===== config.mk =====
export PLATFORM = sky130hd
export DESIGN_NAME = alu_seq
export DESIGN_NICKNAME = d
export VERILOG_FILES = /design/src/rtl/alu_pkg.sv /design/src/rtl/alu_seq_mul.sv /design/src/rtl/alu_seq.sv
export SDC_FILE = /design/constraint.sdc
export NUM_CORES = 1
export LEC_CHECK = 0
export ABC_AREA = 1
export CORE_MARGIN = 2
export CORE_UTILIZATION = 29
export DETAILED_ROUTE_END_ITERATION = 10
export SETUP_SLACK_MARGIN = 0.5
export SYNTH_ARGS = -nofsm -noshare
export SYNTH_HDL_FRONTEND = slang
export SYNTH_HIERARCHICAL = 1
export SYNTH_SLANG_ARGS = --single-unit
export TNS_END_PERCENT = 50

===== constraint.sdc =====
create_clock -name clk -period 2.45 [get_ports clk]
set_input_delay 0.49 -clock clk [delete_from_list [all_inputs] [get_ports clk]]
set_output_delay 0.49 -clock clk [all_outputs]
set_load 0.02 [all_outputs]

===== src/rtl/alu_pkg.sv =====
// Shared opcode encoding, FSM state encoding and request validity check for alu_seq.
package alu_pkg;

  localparam logic [2:0] OP_AND   = 3'b000;
  localparam logic [2:0] OP_XOR   = 3'b001;
  localparam logic [2:0] OP_ADD   = 3'b010;
  localparam logic [2:0] OP_MUL   = 3'b011;
  localparam logic [2:0] OP_SHIFT = 3'b100;
  localparam logic [2:0] OP_ROT   = 3'b101;

  typedef enum logic [1:0] {
    S_IDLE = 2'd0,
    S_MUL  = 2'd1,
    S_DONE = 2'd2
  } state_e;

  // Reduction flags are only meaningful for AND/XOR; elsewhere they make the request invalid.
  function automatic logic is_invalid(input logic [2:0] op, input logic red_a, input logic red_b);
    logic reserved_op;
    logic arith_op;
    reserved_op = (op == 3'b110) || (op == 3'b111);
    arith_op    = (op == OP_ADD) || (op == OP_MUL) || (op == OP_SHIFT) || (op == OP_ROT);
    return reserved_op || ((red_a || red_b) && arith_op);
  endfunction

endpackage


===== src/rtl/alu_seq_mul.sv =====
// Iterative shift-add unsigned multiplier; the first partial product is folded into the load.
module alu_seq_mul #(
  parameter int unsigned WIDTH = 4
) (
  input  logic                 clk,
  input  logic                 rst_n,
  input  logic                 start,
  input  logic [WIDTH-1:0]     a,
  input  logic [WIDTH-1:0]     b,
  output logic                 busy,
  output logic                 done,
  output logic [2*WIDTH-1:0]   product
);

  localparam int unsigned DW = 2 * WIDTH;
  localparam int unsigned CW = $clog2(WIDTH + 1);

  logic [DW-1:0]    mcand_q, mcand_d;
  logic [WIDTH-1:0] mplier_q, mplier_d;
  logic [DW-1:0]    acc_q, acc_d;
  logic [CW-1:0]    cnt_q, cnt_d;
  logic             done_q, done_d;

  // Load performs iteration 1; the remaining WIDTH-1 iterations run one per cycle.
  always_comb begin
    mcand_d  = mcand_q;
    mplier_d = mplier_q;
    acc_d    = acc_q;
    cnt_d    = cnt_q;
    done_d   = 1'b0;
    if (start) begin
      acc_d    = b[0] ? DW'(a) : '0;
      mcand_d  = DW'(a) << 1;
      mplier_d = b >> 1;
      cnt_d    = CW'(WIDTH - 1);
    end else if (cnt_q != '0) begin
      acc_d    = acc_q + (mplier_q[0] ? mcand_q : '0);
      mcand_d  = mcand_q << 1;
      mplier_d = mplier_q >> 1;
      cnt_d    = cnt_q - CW'(1);
      done_d   = (cnt_q == CW'(1));
    end
  end

  // Engine registers.
  always_ff @(posedge clk or negedge rst_n) begin
    if (!rst_n) begin
      mcand_q  <= '0;
      mplier_q <= '0;
      acc_q    <= '0;
      cnt_q    <= '0;
      done_q   <= 1'b0;
    end else begin
      mcand_q  <= mcand_d;
      mplier_q <= mplier_d;
      acc_q    <= acc_d;
      cnt_q    <= cnt_d;
      done_q   <= done_d;
    end
  end

  assign busy    = (cnt_q != '0);
  assign done    = done_q;
  assign product = acc_q;

endmodule


===== src/rtl/alu_seq.sv =====
// Handshaked registered ALU: single-cycle ops, iterative multiply, saturating invalid counter.
module alu_seq
  import alu_pkg::*;
#(
  parameter int unsigned WIDTH      = 4,
  parameter int unsigned FULL_ADDER = 1,
  parameter int unsigned CNT_W      = 8
) (
  input  logic                 clk,
  input  logic                 rst_n,
  input  logic                 in_valid,
  output logic                 in_ready,
  input  logic [WIDTH-1:0]     A,
  input  logic [WIDTH-1:0]     B,
  input  logic                 cin,
  input  logic                 serial_in,
  input  logic                 direction,
  input  logic                 red_op_A,
  input  logic                 red_op_B,
  input  logic                 bypass_A,
  input  logic                 bypass_B,
  input  logic [2:0]           opcode,
  output logic                 out_valid,
  input  logic                 out_ready,
  output logic [2*WIDTH-1:0]   Out,
  output logic                 Odd_parity,
  output logic                 Invalid,
  output logic [CNT_W-1:0]     invalid_cnt
);

  localparam int unsigned DW    = 2 * WIDTH;
  localparam int unsigned SW    = WIDTH + 1;
  localparam logic        FA_EN = (FULL_ADDER != 0);

  state_e           state_q, state_d;
  logic [DW-1:0]    out_q, out_d;
  logic             par_q, par_d;
  logic             inv_q, inv_d;
  logic [CNT_W-1:0] cnt_q, cnt_d;

  logic             accept_c;
  logic             req_inv_c;
  logic             req_mul_c;
  logic             mul_start_c;
  logic [SW-1:0]    sum_c;
  logic [DW-1:0]    res_c;
  logic             mul_busy, mul_done;
  logic [DW-1:0]    mul_product;

  assign in_ready  = (state_q == S_IDLE) || ((state_q == S_DONE) && out_ready);
  assign out_valid = (state_q == S_DONE);
  assign accept_c  = in_valid && in_ready;

  // Request classification; only a genuine multiply is routed through the engine.
  assign req_inv_c = is_invalid(opcode, red_op_A, red_op_B);
  assign req_mul_c = (opcode == OP_MUL) && !req_inv_c && !bypass_A && !bypass_B;
  assign sum_c     = SW'(A) + SW'(B) + SW'(cin & FA_EN);

  // Single-cycle result with invalid > bypass_A > bypass_B > opcode priority.
  always_comb begin
    res_c = '0;
    if (req_inv_c) begin
      res_c = '0;
    end else if (bypass_A) begin
      res_c = DW'(A);
    end else if (bypass_B) begin
      res_c = DW'(B);
    end else begin
      case (opcode)
        OP_AND: begin
          if (red_op_A)      res_c = DW'(&A);
          else if (red_op_B) res_c = DW'(&B);
          else               res_c = DW'(A & B);
        end
        OP_XOR: begin
          if (red_op_A)      res_c = DW'(^A);
          else if (red_op_B) res_c = DW'(^B);
          else               res_c = DW'(A ^ B);
        end
        OP_ADD:   res_c = DW'(sum_c);
        OP_SHIFT: res_c = direction ? DW'({A[WIDTH-2:0], serial_in})
                                    : DW'({serial_in, A[WIDTH-1:1]});
        OP_ROT:   res_c = direction ? DW'({A[WIDTH-2:0], A[WIDTH-1]})
                                    : DW'({A[0], A[WIDTH-1:1]});
        default:  res_c = '0;
      endcase
    end
  end

  // Next-state and result/counter update.
  always_comb begin
    state_d     = state_q;
    out_d       = out_q;
    par_d       = par_q;
    inv_d       = inv_q;
    cnt_d       = cnt_q;
    mul_start_c = 1'b0;
    case (state_q)
      S_MUL: begin
        if (mul_done && !mul_busy) begin
          state_d = S_DONE;
          out_d   = mul_product;
          par_d   = ^mul_product;
          inv_d   = 1'b0;
        end
      end
      S_DONE: begin
        if (out_ready) state_d = S_IDLE;
      end
      default: begin
        state_d = S_IDLE;
      end
    endcase
    if (accept_c) begin
      if (req_mul_c) begin
        state_d     = S_MUL;
        mul_start_c = 1'b1;
      end else begin
        state_d = S_DONE;
        out_d   = res_c;
        par_d   = ^res_c;
        inv_d   = req_inv_c;
      end
      if (req_inv_c && (cnt_q != {CNT_W{1'b1}})) begin
        cnt_d = cnt_q + CNT_W'(1);
      end
    end
  end

  // State and output registers.
  always_ff @(posedge clk or negedge rst_n) begin
    if (!rst_n) begin
      state_q <= S_IDLE;
      out_q   <= '0;
      par_q   <= 1'b0;
      inv_q   <= 1'b0;
      cnt_q   <= '0;
    end else begin
      state_q <= state_d;
      out_q   <= out_d;
      par_q   <= par_d;
      inv_q   <= inv_d;
      cnt_q   <= cnt_d;
    end
  end

  alu_seq_mul #(
    .WIDTH(WIDTH)
  ) u_mul (
    .clk    (clk),
    .rst_n  (rst_n),
    .start  (mul_start_c),
    .a      (A),
    .b      (B),
    .busy   (mul_busy),
    .done   (mul_done),
    .product(mul_product)
  );

  assign Out         = out_q;
  assign Odd_parity  = par_q;
  assign Invalid     = inv_q;
  assign invalid_cnt = cnt_q;

endmodule


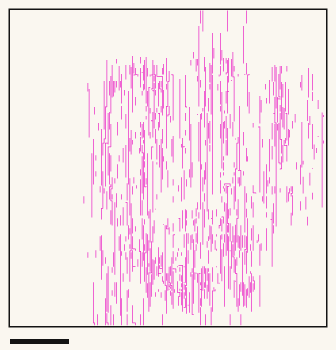
(run_1/m2.png)
Scale bar: 20 um.
wire length on this layer: 3690 um
nets with wire on the layer: 437
main direction: vertical

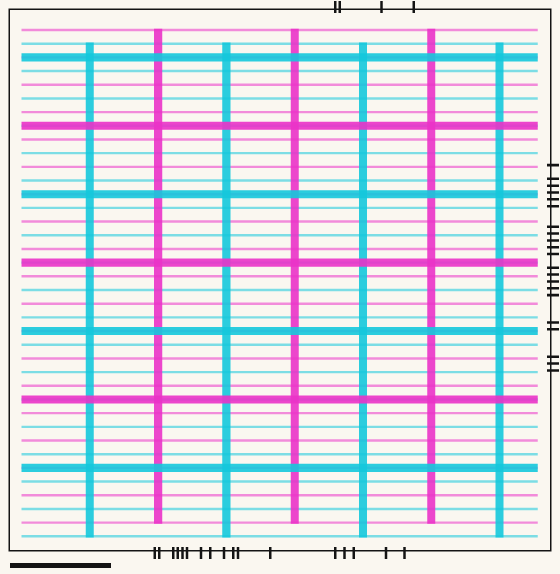
(run_1/floorplan.png)
Scale bar: 20 um. Pins as bars on the die edge.
legend:
  cyan:
    net: VSS
  magenta:
    net: VDD
signal pins: 42
rows: 37
met5 straps: 7
met1 rails: 38
met4 straps: 7
Die X: 107 um
Peak VDD IR: 0.436 mV
core footprint: 10300 um^2
chip height: 107 um

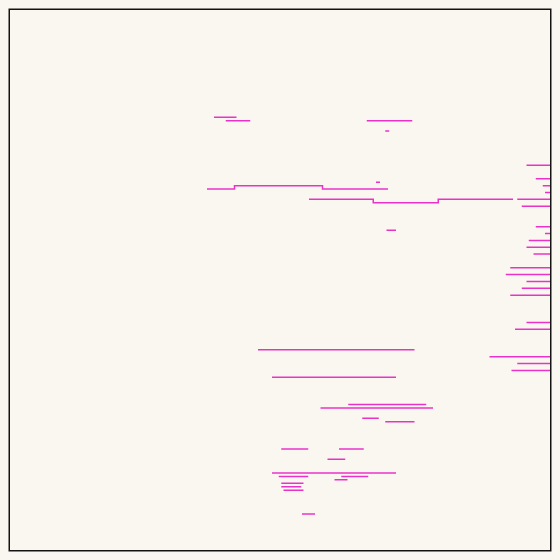
(run_1/m3.png)
share of all routed wire: 4.8%
longest straight run: 30.8 um

==> results_slide.txt, run 1 <==
Physical Implementation Snapshot

Critical path
  • Crit path capture: Odd_parity$_DFF_PN0_
  • Worst-case reg-to-reg path depth: 10
  • CP arrival: 2.31 ns
  • Cell Chain, Critical Path: buf_6 > fa_2 > inv_2 > fa_2 > inv_1 > nand4_1 > nand4_1 > nand2_1 > nand2_2 > nand2_2 > nand2_2 > nand2_1 > nand2_1 > nand3_1 > nand3_1 > nand2_1
  • Reg2Reg Setup Slack: 0.61 ns
  • CP endpoint kind: flip-flop
  • CP Launch Point: A[0]
  • Slowest CP cell: fa_2
  • Startpoint types: primary input
  • R2R Path End: u_mul/product[7]$_DFFE_PN0N_
  • Most numerous cell on the critical path: nand2_1
  • Critical Path RT: 2.63 ns
  • Critical path class: primary input to flip-flop
  • Worst path buffer plus inverter count: 3
  • CP Max Fanout: 3
  • Max incr delay on CP: 0.43 ns

Layout
  • Seq_cells: 42
  • Antenna Cells: 0
  • Most common logic cells in the final layout: 114 x nand2_1, 55 x inv_1, 42 x dfrtp_1, 29 x nand3_1, 29 x buf_4
  • Seq area share: 25.2%
  • Leading cell category by total area: logic gates
  • Fraction of area in multi-input gates: 44.2%
  • Share of layout cells above drive strength 1: 23.0%
  • Non-filler cells, final: 627
  • Util after Layout: 40.5%
  • MI comb cells: 294
  • Final-stage net count: 533
  • Most frequent logic cell in the layout: nand2_1
  • Fill cells: 1041
  • Count of clock buffers in the final design: 5
  • Non-CTS buffers: 77
  • Invs w/o clock: 70

Yosys
  • Mux area share: 0.364%
  • Synth Instances: 413
  • Complex Gates by Area: 12.7%
  • Synth top cells by count: 121 x nand2_1, 62 x inv_1, 42 x dfrtp_1
  • Main flop type: dfrtp_1
  • Yosys xor share: 4.24%
  • Mapped Avg Cell Area: 7.50 um^2
  • # Cells Yosys: 413
  • Synth Area in Adders: 9.21%
  • Unique cell type count in the Yosys netlist: 41
  • YS chip area: 3100 um^2
  • Simple Share, Synth: 29.1%
  • Synthesized area: 3100 um^2
  • Number of synthesized flops with an enable pin: 0
  • Main logic family after synthesis: simple AND/OR/NAND/NOR gates
  • Ys Warns: 6
  • Cell taking the most area after synthesis: dfrtp_1
  • Synthesized Nets: 456
  • Synth top area share: 33.9%

Power and ir drop
  • Switching power: 1040 uW
  • Overall power: 2770 uW
  • Clock Power: 544 uW
  • LEAKAGE: 0.00212 uW
  • Switching part of the total: 37.5%
  • Top pwr grp: combinational cells
  • Internal power: 1730 uW
  • Seq pwr share: 35.4%

Clock network
  • CTS tree: built
  • Post-cts hold buffer count: 0
  • Post CTS Setup Buffer Count: 6
  • Maximum root-to-sink buffer count: 2
  • CTS Buf Count: 5
  • Htree depth: 2
  • Worst-Skew Late Latency: 0.29 ns

Route
  • Initial DRC Count: 152
  • Uppermost layer routed: met4
  • DR DRC count: 0
  • Iteration count of the initial detailed-routing pass: 4
  • Drt wl/cell: 12.3 um
  • DR vias: 2889

Placement
  • GPL Wtd Cong: 0.918
  • DP HPWL: 6050 um
  • DP Area: 3830 um^2
  • Port Buffer Count: 41

Timing
  • Post-route setup slack: 0.320 ns
  • F_max: 469 MHz
  • Worst-Margin Slew: 0.462 ns
  • Final hold viol count: 0
  • Max Transition Viols Final: 0
  • Hold_ws: 0.141 ns
  • Final setup TNS: 0 ns
  • Crit path time final: 2.13 ns

Floorplan
  • DIE AREA: 11500 um^2
  • Tapcells: 136
  • Fp_density: 30.0%

Global routing
  • Met1 Track Usage GR: 18.4%
  • Vias in the first global route: 2807
  • Total track usage: 14.0%
  • Largest net degree at the start of global routing: 24
  • GR Util met3: 2.24%
  • Initial antenna violation count: 0
  • Gr ovfl total: 0
  • Met2 GRT Util: 24.3%

Outcome
  • Status: finished clean

Hold path
  • Worst hold path type: primary input to async pin

Flow run
  • Tool warnings: 30
  • Max_cap viols: 0
==> run_1/layers.png <==
Scale bar: 20 um. Only two layers are drawn.
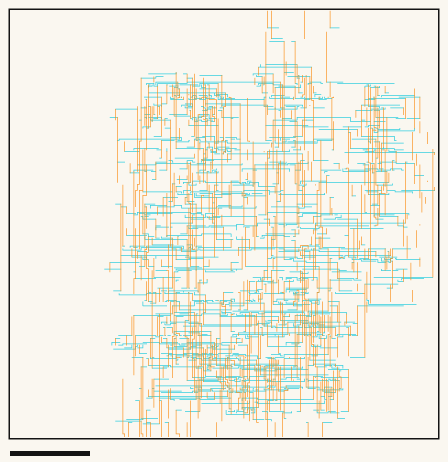

## Run 2: what changed since run 1
--- a/config.mk
+++ b/config.mk
@@ -9,6 +9,8 @@
 export CORE_MARGIN = 2
 export CORE_UTILIZATION = 29
 export DETAILED_ROUTE_END_ITERATION = 10
+export DONT_BUFFER_PORTS = 1
+export GPL_TIMING_DRIVEN = 0
 export SETUP_SLACK_MARGIN = 0.5
 export SYNTH_ARGS = -nofsm -noshare
 export SYNTH_HDL_FRONTEND = slang
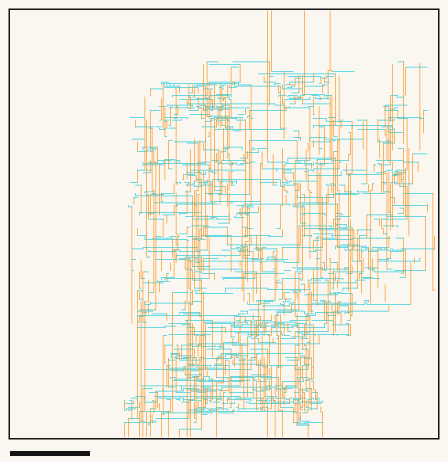
(run_2/layers.png)
Scale bar: 20 um. Only two layers are drawn.
legend:
  orange:
    layer: M2
    wire_length: 3660 um
  cyan:
    layer: M1
    wire_length: 3110 um

==> run 2 against run 1 <==
  * Combinational power down about 30%
  * Setup slack better by 0.13 ns
  * Clock-buffer cell count grew 1
  * Synthesized cell count unchanged
  * Sequential cell count unchanged
  * Sequential power grew about 10%
==> results_slide.txt, run 2 <==
Physical Implementation Snapshot

Critical path
  • Critical path class: primary input to flip-flop
  • CP arrival: 2.19 ns
  • Cell Chain, Critical Path: fa_2 > inv_2 > fa_1 > inv_1 > nand4_1 > nand4_1 > nand2_1 > nand2_2 > nand2_1 > nand2_2 > nand2_2 > nand2_2 > nand3_1 > nand3_2 > nand2_1
  • Critical Path RT: 2.64 ns
  • Slowest CP cell: fa_1
  • Max incr delay on CP: 0.41 ns
  • Most numerous cell on the critical path: nand2_2
  • R2R Path End: u_mul/product[7]$_DFFE_PN0N_
  • CP Launch Point: cin
  • Crit path capture: Odd_parity$_DFF_PN0_
  • Startpoint types: primary input
  • CP Max Fanout: 3
  • CP endpoint kind: flip-flop

Global routing
  • GR Util met3: 2.78%
  • Total track usage: 12.9%
  • Met2 GRT Util: 22.7%
  • Gr ovfl total: 0
  • Vias in the first global route: 2480

Layout
  • Seq_cells: 42
  • Seq area share: 30.2%
  • Count of clock buffers in the final design: 6
  • Non-filler cells, final: 559
  • Fill cells: 1079
  • Invs w/o clock: 70
  • Antenna Cells: 0
  • MI comb cells: 294

Clock network
  • CTS tree: built
  • Maximum root-to-sink buffer count: 2
  • Htree depth: 2
  • Post-cts hold buffer count: 1
  • Worst-Skew Late Latency: 0.29 ns
  • Post CTS Setup Buffer Count: 1

Yosys
  • Number of synthesized flops with an enable pin: 0
  • YS chip area: 3100 um^2
  • Unique cell type count in the Yosys netlist: 41
  • Main flop type: dfrtp_1
  • Simple Share, Synth: 29.1%
  • Main logic family after synthesis: simple AND/OR/NAND/NOR gates
  • Synth Instances: 413
  • Mapped Avg Cell Area: 7.50 um^2
  • Ys Warns: 6
  • Mux area share: 0.364%
  • Complex Gates by Area: 12.7%
  • Synth Area in Adders: 9.21%
  • Synth top area share: 33.9%
  • Cell taking the most area after synthesis: dfrtp_1

Flow run
  • Max_cap viols: 0

Timing
  • F_max: 499 MHz
  • Max Transition Viols Final: 0
  • Crit path time final: 2.00 ns
  • Final setup TNS: 0 ns
  • Worst-Margin Slew: 0.452 ns

Route
  • Initial DRC Count: 174
  • Uppermost layer routed: met4
  • DR vias: 2613
  • DR DRC count: 0

Floorplan
  • DIE AREA: 11500 um^2
  • Die X: 107 um
  • Fp_density: 30.0%
  • Chip height: 107 um
  • Tapcells: 136
  • Core footprint: 10300 um^2

Placement
  • GPL Wtd Cong: 0.895
  • DP Area: 3270 um^2

Power and ir drop
  • Switching power: 978 uW
  • Top pwr grp: registers
  • LEAKAGE: 0.00178 uW
  • Overall power: 2500 uW
  • Seq pwr share: 43.4%

Outcome
  • Status: finished clean
Power figures rest on the tool's default switching activity, not on a simulated workload.
